`config.mk`:
```
export PLATFORM = sky130hd
export DESIGN_NAME = xmas_scene_sequencer
export DESIGN_NICKNAME = d
export VERILOG_FILES = /design/src/rtl/xmas_scene_sequencer.sv
export SDC_FILE = /design/constraint.sdc
export NUM_CORES = 1
export LEC_CHECK = 0
export ABC_AREA = 1
export CAP_MARGIN = 20
export CORE_MARGIN = 1.5
export CORE_UTILIZATION = 45
export CTS_CLUSTER_DIAMETER = 60
export DETAILED_ROUTE_END_ITERATION = 8
export GPL_ROUTABILITY_DRIVEN = 1
export PLACE_DENSITY = 0.66
export SLEW_MARGIN = 20
export SYNTH_ARGS = -nofsm -noshare
export SYNTH_HDL_FRONTEND = slang
export SYNTH_SLANG_ARGS = --single-unit
```
`constraint.sdc`:
```
create_clock -name clk_i -period 2.1 [get_ports clk_i]
set_clock_uncertainty 0.1 [all_clocks]
set_input_delay 0.42 -clock clk_i [delete_from_list [all_inputs] [get_ports clk_i]]
set_output_delay 0.42 -clock clk_i [all_outputs]
set_load 0.02 [all_outputs]
```
`src/rtl/xmas_scene_sequencer.sv`:
```
// Frame-rate scene controller for the Christmas-tree VGA scene: turns vsync into
// a frame tick and sequences tree -> typed text -> hold -> blink, plus star/garland animation.
module xmas_scene_sequencer #(
  parameter int TREE_FRAMES      = 60,
  parameter int FRAMES_PER_CHAR  = 8,
  parameter int TEXT1_LEN        = 10,
  parameter int TEXT2_LEN        = 18,
  parameter int HOLD_FRAMES      = 120,
  parameter int BLINK_FRAMES     = 64,
  parameter int STAR_PERIOD      = 32,
  parameter int VSYNC_ACTIVE_LOW = 1
) (
  input  logic       clk_i,
  input  logic       rst_n_i,
  input  logic       vsync_i,
  input  logic       pause_i,
  input  logic       skip_i,
  output logic [2:0] state_o,
  output logic [4:0] text1_count_o,
  output logic [4:0] text2_count_o,
  output logic       text_show_o,
  output logic [1:0] star_color_o,
  output logic [2:0] light_phase_o,
  output logic       frame_tick_o
);

  typedef enum logic [2:0] {
    S_TREE = 3'd0, S_TYPE1 = 3'd1, S_TYPE2 = 3'd2, S_HOLD = 3'd3, S_BLINK = 3'd4
  } state_e;

  localparam logic [7:0] TREE_LAST  = 8'(TREE_FRAMES - 1);
  localparam logic [7:0] CHAR_LAST  = 8'(FRAMES_PER_CHAR - 1);
  localparam logic [7:0] HOLD_LAST  = 8'(HOLD_FRAMES - 1);
  localparam logic [7:0] BLINK_LAST = 8'(BLINK_FRAMES - 1);
  localparam logic [7:0] STAR_LAST  = 8'(STAR_PERIOD - 1);
  localparam logic [4:0] LEN1       = 5'(TEXT1_LEN);
  localparam logic [4:0] LEN2       = 5'(TEXT2_LEN);
  localparam logic       VS_INV     = (VSYNC_ACTIVE_LOW != 0);

  state_e     state_q, state_d;
  logic [7:0] frame_cnt_q, frame_cnt_d;
  logic [4:0] t1_q, t1_d, t2_q, t2_d;
  logic       show_q, show_d;
  logic [7:0] star_cnt_q;
  logic [1:0] star_color_q;
  logic [2:0] light_q;
  logic       vact_q, frame_tick_q;
  logic       v_act, tick, adv;

  // vact_q resets to the active level so a vsync already active at release is not a frame edge
  assign v_act = vsync_i ^ VS_INV;
  assign tick  = v_act & ~vact_q;
  assign adv   = tick & ~pause_i;

  always_ff @(posedge clk_i) begin
    if (!rst_n_i) state_q <= S_TREE;
    else          state_q <= state_d;
  end

  always_comb begin
    state_d = state_q;
    if (skip_i) state_d = S_HOLD;
    else begin
      case (state_q)
        S_TREE:  if (adv && frame_cnt_q == TREE_LAST) state_d = S_TYPE1;
        S_TYPE1: if (adv && frame_cnt_q == CHAR_LAST && t1_q == LEN1 - 5'd1) state_d = S_TYPE2;
        S_TYPE2: if (adv && frame_cnt_q == CHAR_LAST && t2_q == LEN2 - 5'd1) state_d = S_HOLD;
        S_HOLD:  if (adv && frame_cnt_q == HOLD_LAST) state_d = S_BLINK;
        S_BLINK: if (adv && frame_cnt_q == BLINK_LAST) state_d = S_TREE;
        default: state_d = S_TREE;
      endcase
    end
  end

  always_comb begin
    frame_cnt_d = frame_cnt_q;
    t1_d        = t1_q;
    t2_d        = t2_q;
    show_d      = show_q;
    if (skip_i) begin
      frame_cnt_d = '0;
      t1_d        = LEN1;
      t2_d        = LEN2;
      show_d      = 1'b1;
    end else begin
      case (state_q)
        S_TREE:  if (adv) frame_cnt_d = (frame_cnt_q == TREE_LAST) ? 8'd0 : frame_cnt_q + 8'd1;
        S_TYPE1: if (adv) begin
          if (frame_cnt_q == CHAR_LAST) begin
            frame_cnt_d = '0;
            if (t1_q < LEN1) t1_d = t1_q + 5'd1;
          end else frame_cnt_d = frame_cnt_q + 8'd1;
        end
        S_TYPE2: if (adv) begin
          if (frame_cnt_q == CHAR_LAST) begin
            frame_cnt_d = '0;
            if (t2_q < LEN2) t2_d = t2_q + 5'd1;
          end else frame_cnt_d = frame_cnt_q + 8'd1;
        end
        S_HOLD:  if (adv) frame_cnt_d = (frame_cnt_q == HOLD_LAST) ? 8'd0 : frame_cnt_q + 8'd1;
        S_BLINK: if (adv) begin
          // leaving BLINK wins over a toggle landing on the same frame
          if (frame_cnt_q == BLINK_LAST) begin
            frame_cnt_d = '0;
            t1_d        = '0;
            t2_d        = '0;
            show_d      = 1'b1;
          end else begin
            if (frame_cnt_q[2:0] == 3'd7) show_d = ~show_q;
            frame_cnt_d = frame_cnt_q + 8'd1;
          end
        end
        default: begin
          frame_cnt_d = '0;
          t1_d        = '0;
          t2_d        = '0;
          show_d      = 1'b1;
        end
      endcase
    end
  end

  always_ff @(posedge clk_i) begin
    if (!rst_n_i) begin
      frame_cnt_q  <= '0;
      t1_q         <= '0;
      t2_q         <= '0;
      show_q       <= 1'b1;
      star_cnt_q   <= '0;
      star_color_q <= '0;
      light_q      <= '0;
      vact_q       <= 1'b1;
      frame_tick_q <= 1'b0;
    end else begin
      frame_cnt_q  <= frame_cnt_d;
      t1_q         <= t1_d;
      t2_q         <= t2_d;
      show_q       <= show_d;
      vact_q       <= v_act;
      frame_tick_q <= tick;
      if (adv) begin
        light_q <= light_q + 3'd1;
        if (star_cnt_q == STAR_LAST) begin
          star_cnt_q   <= '0;
          star_color_q <= star_color_q + 2'd1;
        end else star_cnt_q <= star_cnt_q + 8'd1;
      end
    end
  end

  assign state_o       = state_q;
  assign text1_count_o = t1_q;
  assign text2_count_o = t2_q;
  assign text_show_o   = show_q;
  assign star_color_o  = star_color_q;
  assign light_phase_o = light_q;
  assign frame_tick_o  = frame_tick_q;

endmodule

```
Fig. 1: run 1, sequential cells grouped by signal name
Scale: 8 px per um. Other sequential cells in the stronger grey, the rest of the logic in the fainter grey.
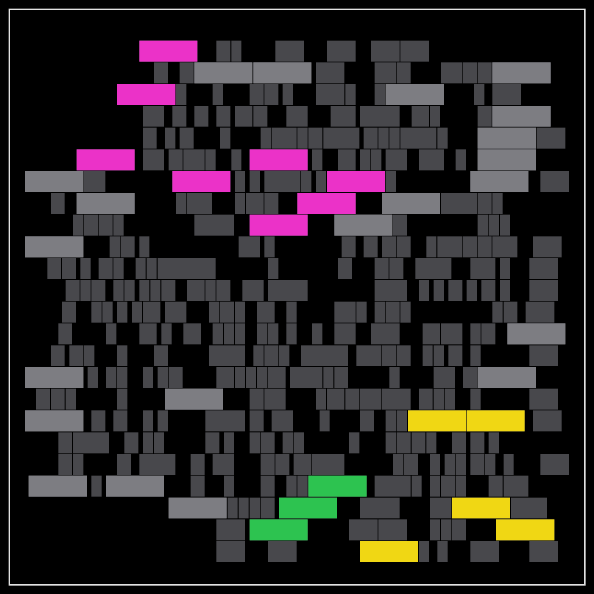
green -> state_o  # flops 3
magenta -> star_cnt_q  # flops 8
yellow -> text1_count_o  # flops 5, where lower right
not coloured = 21

Fig. 2: run 1, metal layers overlaid
Scale: 4 px per um. Only two layers are drawn.
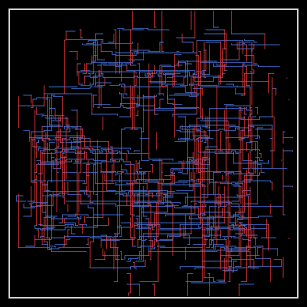
blue -> M1  # wire length 2320 um
red -> M2  # wire length 2190 um

Fig. 3: run 1, cell outlines without signal wires
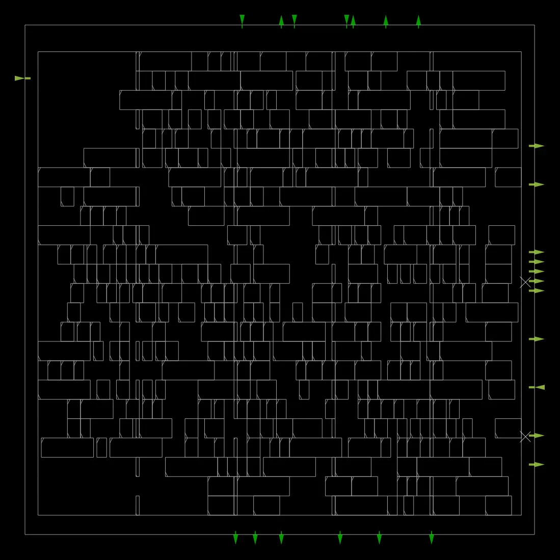
area of the placeable core: 4444 um2
Row Count: 24
number of filler cells placed in the layout: 455
non-filler cells in the finished layout: 401

==> summary.txt, run 1 <==
Physical implementation status

The total nets after synthesis stands at 321. The die height stands at ~70 um. 0 antenna diodes ended up in the layout. The main area contributors are dfxtp_1 35%, nand2_1 9.9%, nand3_1 8.2%. Checking hold timing, the worst path is listed with class reg2reg. The script logs the ratio of routed vias to standard cells as about 5.2.

The fraction of met2 tracks used by global routing stands at 32.92%. The worst path meets setup with 0.07868 ns of slack. The fraction of area in registers stands at 28.54%. The final tally of hold violations stands at 0.

The number of H-tree levels stands at 2. The layout overhead on the synthesized area stands at 21.93%. Measured against the total synthesized area, the mux share comes to 0%. The number of warnings reported in the stage logs is 28.

During synthesis, Yosys emitted a total of 0 warnings. The top-area cell type share of the netlist area stands at between 30% and 40%. The post-synthesis share of cell area spent on xor and xnor gates stands at 2.881%. For reference, the clock transition at the flip-flops on the worst setup and hold paths is 0.07 ns.

The kind of cell with the highest combined delay along the critical path is buffers and inverters. The stat command in Yosys gives a chip area of 2128 um2. After its last routability iteration, the placer logged a weighted congestion of 0.8515. The DRC violation total left in the routed layout is recorded as 2. The non-clock buffer contribution to total cell area stands at 13.50%. Grouping non-sequential cells by family puts the most area in simple AND/OR/NAND/NOR gates. Total global-route track usage over all layers is 20.55%. The buffer count from post-CTS setup fixing stands at 0.

For this run, asynchronously set or reset flops after synthesis account for 0%. The power report puts the leakage power at 1.074 nW. The placed cell count stands at 393. The timing-limited maximum frequency stands at 0.4947 GHz. The insertion delay to the later sink of the worst-skew pair stands at approximately 0.29 ns. The detailed router finished its first iteration with 160 violations. The flow ran to the end, but the final reports show violations. The cell-mix breakdown from Yosys lists the compound-gate area share as between 15 and 20%. The checks that failed: design-rule violations. The first detailed-routing pass ran for 6 iterations.

Before placement the cells fill 47.89% of the core. Logic depth along the worst register-to-register path is recorded as 8. The simple-gate share of the synthesized area stands at 33.80%. The remaining global-route overflow stands at 0. The setup slack at placement stands at -0.02526 ns.

For met1 alone, demand over resource in global routing was 26.77%. Power comes to 1.463 mW. The maximum buffer depth of the clock tree stands at 2.

Total power normalized to cell area comes to 563.7 nW/um2.
==> run 1: report_power, final <==
group | leakage [nW] | total [mW] | switching (mW) | internal, mW
combinational | 0.729 | 0.246 | 0.149 | 0.0967
clock | 0.0450 | 0.478 | 0.248 | 0.230
sequential | 0.300 | 0.739 | 0.0215 | 0.718
==> run 1: sequential cells by signal (all words and copies together) (netlist names), 2 cells and up <==
signal         count
light_phase_o      3
text1_count_o      5
star_cnt_q         8
state_o            3
star_color_o       2
frame_cnt_q        8
text2_count_o      5
==> run 1: path summary, 6_finish.rpt <==
| check | to |
|---|---|
| max | state_o[2] |
| min | light_phase_o[2] |
| max reg2reg | frame_cnt_q[0] |
| min reg2reg | light_phase_o[2] |
--- run 2 (diff from run 1) ---
--- a/config.mk
+++ b/config.mk
@@ -13,6 +13,7 @@
 export DETAILED_ROUTE_END_ITERATION = 8
 export GPL_ROUTABILITY_DRIVEN = 1
 export PLACE_DENSITY = 0.66
+export SETUP_SLACK_MARGIN = 0.02
 export SLEW_MARGIN = 20
 export SYNTH_ARGS = -nofsm -noshare
 export SYNTH_HDL_FRONTEND = slang
Fig. 4: run 2, placement by cell class
Scale: 4 px per um.
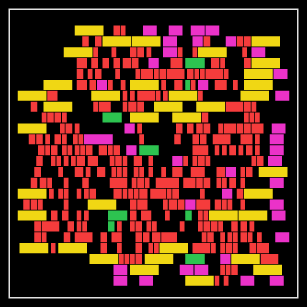
red -> remaining logic cells  # cells 267, share of their area 54%
magenta -> remaining buffers and delay cells  # cells 37, share of their area 14%
green -> clock drivers and dummy loads  # cells 8, share of their area 3.3%
yellow -> sequential cells  # cells 37, share of their area 29%

Fig. 5: run 2, metal layers overlaid
Scale: 4 px per um. Only two layers are drawn.
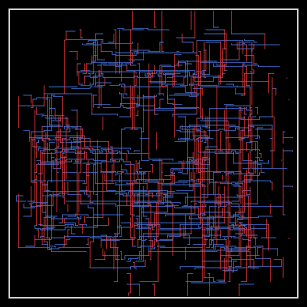
red -> M2  # wire length 2190 um
blue -> M1  # wire length 2320 um

==> summary.txt, run 2 <==
Physical implementation status

The run finished, with violations left. The checks that failed: design-rule violations. The non-clock buffer contribution to total cell area stands at 13.50%.

The floorplan has 24 rows. Per the final timing report, the hold violations number 0. The total power stands at 1.463 mW. The stage logs contain a warning count of 28.

After Yosys synthesis, AND-OR and OR-AND compound gates account for 15.46% of the synthesized area. Among the non-sequential cells, simple AND/OR/NAND/NOR gates take the most area. The floorplan step set the die height to 71.77 um. The core region is ~4400 um2.

Looking at the clock tree report, the H-tree level count equals 2. Per the skew report, the later register of the worst-skew pair sees a clock latency of 0.29 ns. The clock power share stands at between 30% and 40%. Global routing used 26.77% of the available met1 tracks. In this design, the largest share of critical-path delay is due to buffers and inverters. After Yosys synthesis, and, or, nand and nor cells account for 33.80% of the synthesized area. The buffer count from post-CTS setup fixing stands at 0. In the final layout, flip-flops and latches take up 28.54% of the cell area. The clock slew seen by the registers of the worst setup and hold paths stands at roughly 0.07 ns. The final weighted congestion in routability-driven placement stands at approximately 0.85. The switching power of the nets stands at 418.5 uW. The maximum buffer depth of the clock tree stands at 2. The ratio of routed vias to standard cells stands at 5.170. The endpoint identified for the worst register-to-register timing path is frame_cnt_q[0]. Before placement the cells fill 47.89% of the core. The number of cell instances on the worst register-to-register path stands at 8.

The internal power stands at 1.044 mW. The final critical-path setup slack stands at 0.07868 ns. The synthesized chip area reported by yosys stands at 2128 um2.

Per the layout report, the design carries 455 filler cells. The top-area cell type share of the netlist area stands at a little over a third. The largest registers in the layout are frame_cnt_q x8, star_cnt_q x8.

The violation count after the first detailed-routing iteration stands at roughly 160. After the flow finishes, the layout carries non-filler instances totaling 401. The number of design rule violations left after detail routing stands at 2. The leakage dissipation stands at 1.074 nW. For reference, the critical path is captured by state_o[2]. The total routing usage reported by global routing stands at 20.55%. For reference, XOR and XNOR gates occupy 2.881% of the area reported after synthesis. The share of total power consumed by net switching stands at 28.61%.
[run 2: cell counts after synthesis]
No cell type changed its count.
[run 2: worst min-delay path by stage]
stage / cells after the start / from / slack (ns) / endpoint
detailed placement: 1 / light_phase_o[2] / 0.34 / light_phase_o[2]
global placement: 1 / light_phase_o[2] / 0.35 / light_phase_o[2]
floorplan: 1 / vact_q / 0.32 / frame_tick_o
finish: 1 / light_phase_o[2] / 0.36 / light_phase_o[2]
global route: 1 / vact_q / 0.37 / frame_tick_o
CTS: 1 / light_phase_o[2] / 0.35 / light_phase_o[2]
[run 2: power by group through the flow]
stage	Clock, mW	Combinational (mW)	Sequential, mW
global route	0.519	0.276	0.741
global placement	0	0.243	0.755
floorplan	0	0.147	0.767
finish	0.478	0.246	0.739
CTS	0.492	0.246	0.739
detailed placement	0	0.245	0.755
Fig. 6: run 2, cell outlines without signal wires
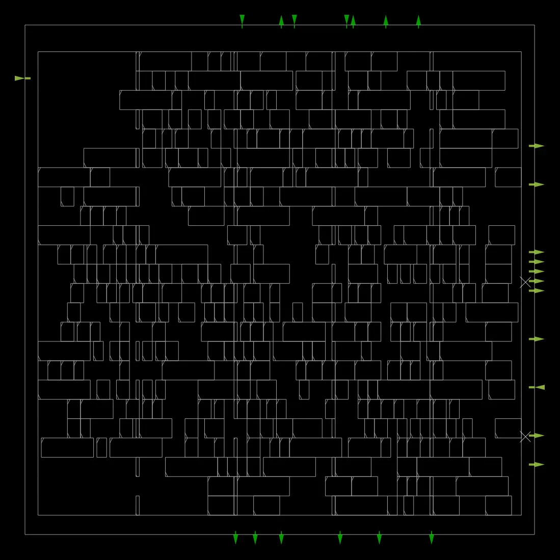

--- run 3 (diff from run 2) ---
--- a/config.mk
+++ b/config.mk
@@ -6,8 +6,8 @@
 export NUM_CORES = 1
 export LEC_CHECK = 0
 export ABC_AREA = 1
-export CAP_MARGIN = 20
-export CORE_MARGIN = 1.5
+export CAP_MARGIN = 5
+export CORE_MARGIN = 4
 export CORE_UTILIZATION = 45
 export CTS_CLUSTER_DIAMETER = 60
 export DETAILED_ROUTE_END_ITERATION = 8
Fig. 7: run 3, cell outlines without signal wires
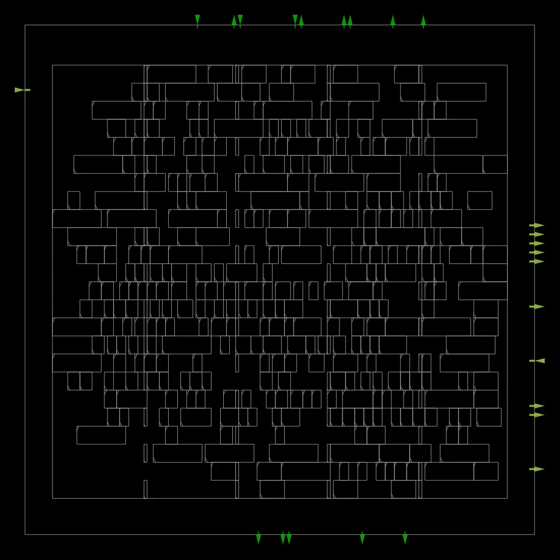
Tap Cells: 52
number of filler cells placed in the layout: 453
non-filler cells in the finished layout: 402

Fig. 8: run 3, M3 wires
Scale: 4 px per um.
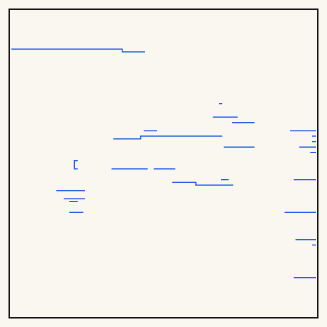
share of all routed wire = 3.6%
main direction = horizontal

==> summary.txt, run 3 <==
Physical implementation status

The flow ran to the end, and the final reports show no timing, DRC or antenna violations. The setup slack at placement stands at -0.004629 ns. The largest registers in the layout are frame_cnt_q x8, star_cnt_q x8.

Of the total power, the clock network draws 32.4%. The power density over the cells stands at 561.4 nW/um2. The violation tally recorded at the end of detailed-routing iteration 0 is 85. The layout overhead on the synthesized area stands at 21.69%.

The number of placement rows stands at 24. The clock passes through at most 2 buffers. The worst slack on hold paths stands at roughly 0.35 ns.

The tool warning count stands at 28. The synthesis report gives the async set-or-reset register share as 0%. The internal power stands at 1.044 mW. For this run, the number of Yosys warnings is 0.

The number of H-tree levels stands at 2. The layout report gives the register share of total cell area as between 20% and 30%. After clock tree synthesis, the setup repair step added 0 buffers. The total routing usage reported by global routing stands at roughly 17%. 0 antenna diodes ended up in the layout. In the final layout, the share of cells above drive strength 1 is 15.43%.

In the synthesis report, Yosys lists the chip area as 2128 um2. The type recorded for the worst min-delay path is reg2reg. The met3 layer usage reported by global route stands at under 10%.

The fraction of met2 tracks used by global routing stands at 28.22%. The die height stands at 76.77 um. The timing-limited maximum frequency stands at 0.4950 GHz. Once layout is done, the placed cells without fillers occupy 2590 um2. The power report lists the clock group at around 470 uW. The part of the total power dissipated in sequential elements stands at 50.8%.

After layout, the design draws a total of 1.454 mW. Hold-check failures listed in the final report amount to 0. The flow reports that combinational logic draws 16.8% of the design power.

At floorplan, the net count of the design was reported as 321. The share of total power consumed by net switching stands at 28.23%. The final critical-path setup slack stands at between 0.07 and 0.08 ns. The area fraction in compound gates after synthesis stands at between 15 and 20%. The worst-case vdd ir drop stands at 0.4728 mV. Non-clock buffers make up 13.33% of the layout cell area. The met1 routing resource usage after global routing stands at between 20 and 25%. The leakage dissipation stands at 1.077 nW. The final weighted congestion in routability-driven placement stands at a little under 0.9. The ratio of routed vias to standard cells stands at 5.224. In this run the biggest area consumer among cell types represents 34.80% of the synthesized area. The multi-input logic cell count stands at 228. In the post-synthesis netlist, the biggest area contributors are dfxtp_1 35%, nand2_1 9.9%, nand3_1 8.2%.

The total core area stands at 4474 um2. The placed cell count stands at 394. In the CTS report, the clock slew at the register clock pins of the worst setup and hold paths is listed as 0.07 ns.

The number of design rule violations left after detail routing stands at 0. Per report_power, the top consumer among the power groups is sequential cells.
## run 3: cell count changes in the layout (fill, tap and decap cells not counted), sizes merged
cell and delta:
buf +1
## run 3: worst register-to-register path, delay by kind of cell (launching register included)
kind / cells / cell delay (ns)
AOI/OAI and AO/OA: 1 / 0.08
adders and majority gates: 1 / 0.22
buffers and inverters: 1 / 0.13
DFF: 1 / 0.36
and+or+nand+nor: 5 / 0.90
## run 3: worst paths after layout
check	start	endpoint	slack, ns	cells after the start
worst max-delay path	state_o[2]	state_o[2]	0.08	1
worst min-delay path	vact_q	frame_tick_o	0.35	1
worst max register to register	frame_cnt_q[1]	frame_cnt_q[6]	0.21	8
worst min register to register	vact_q	frame_tick_o	0.35	1
Power and IR drop assume default switching activity.
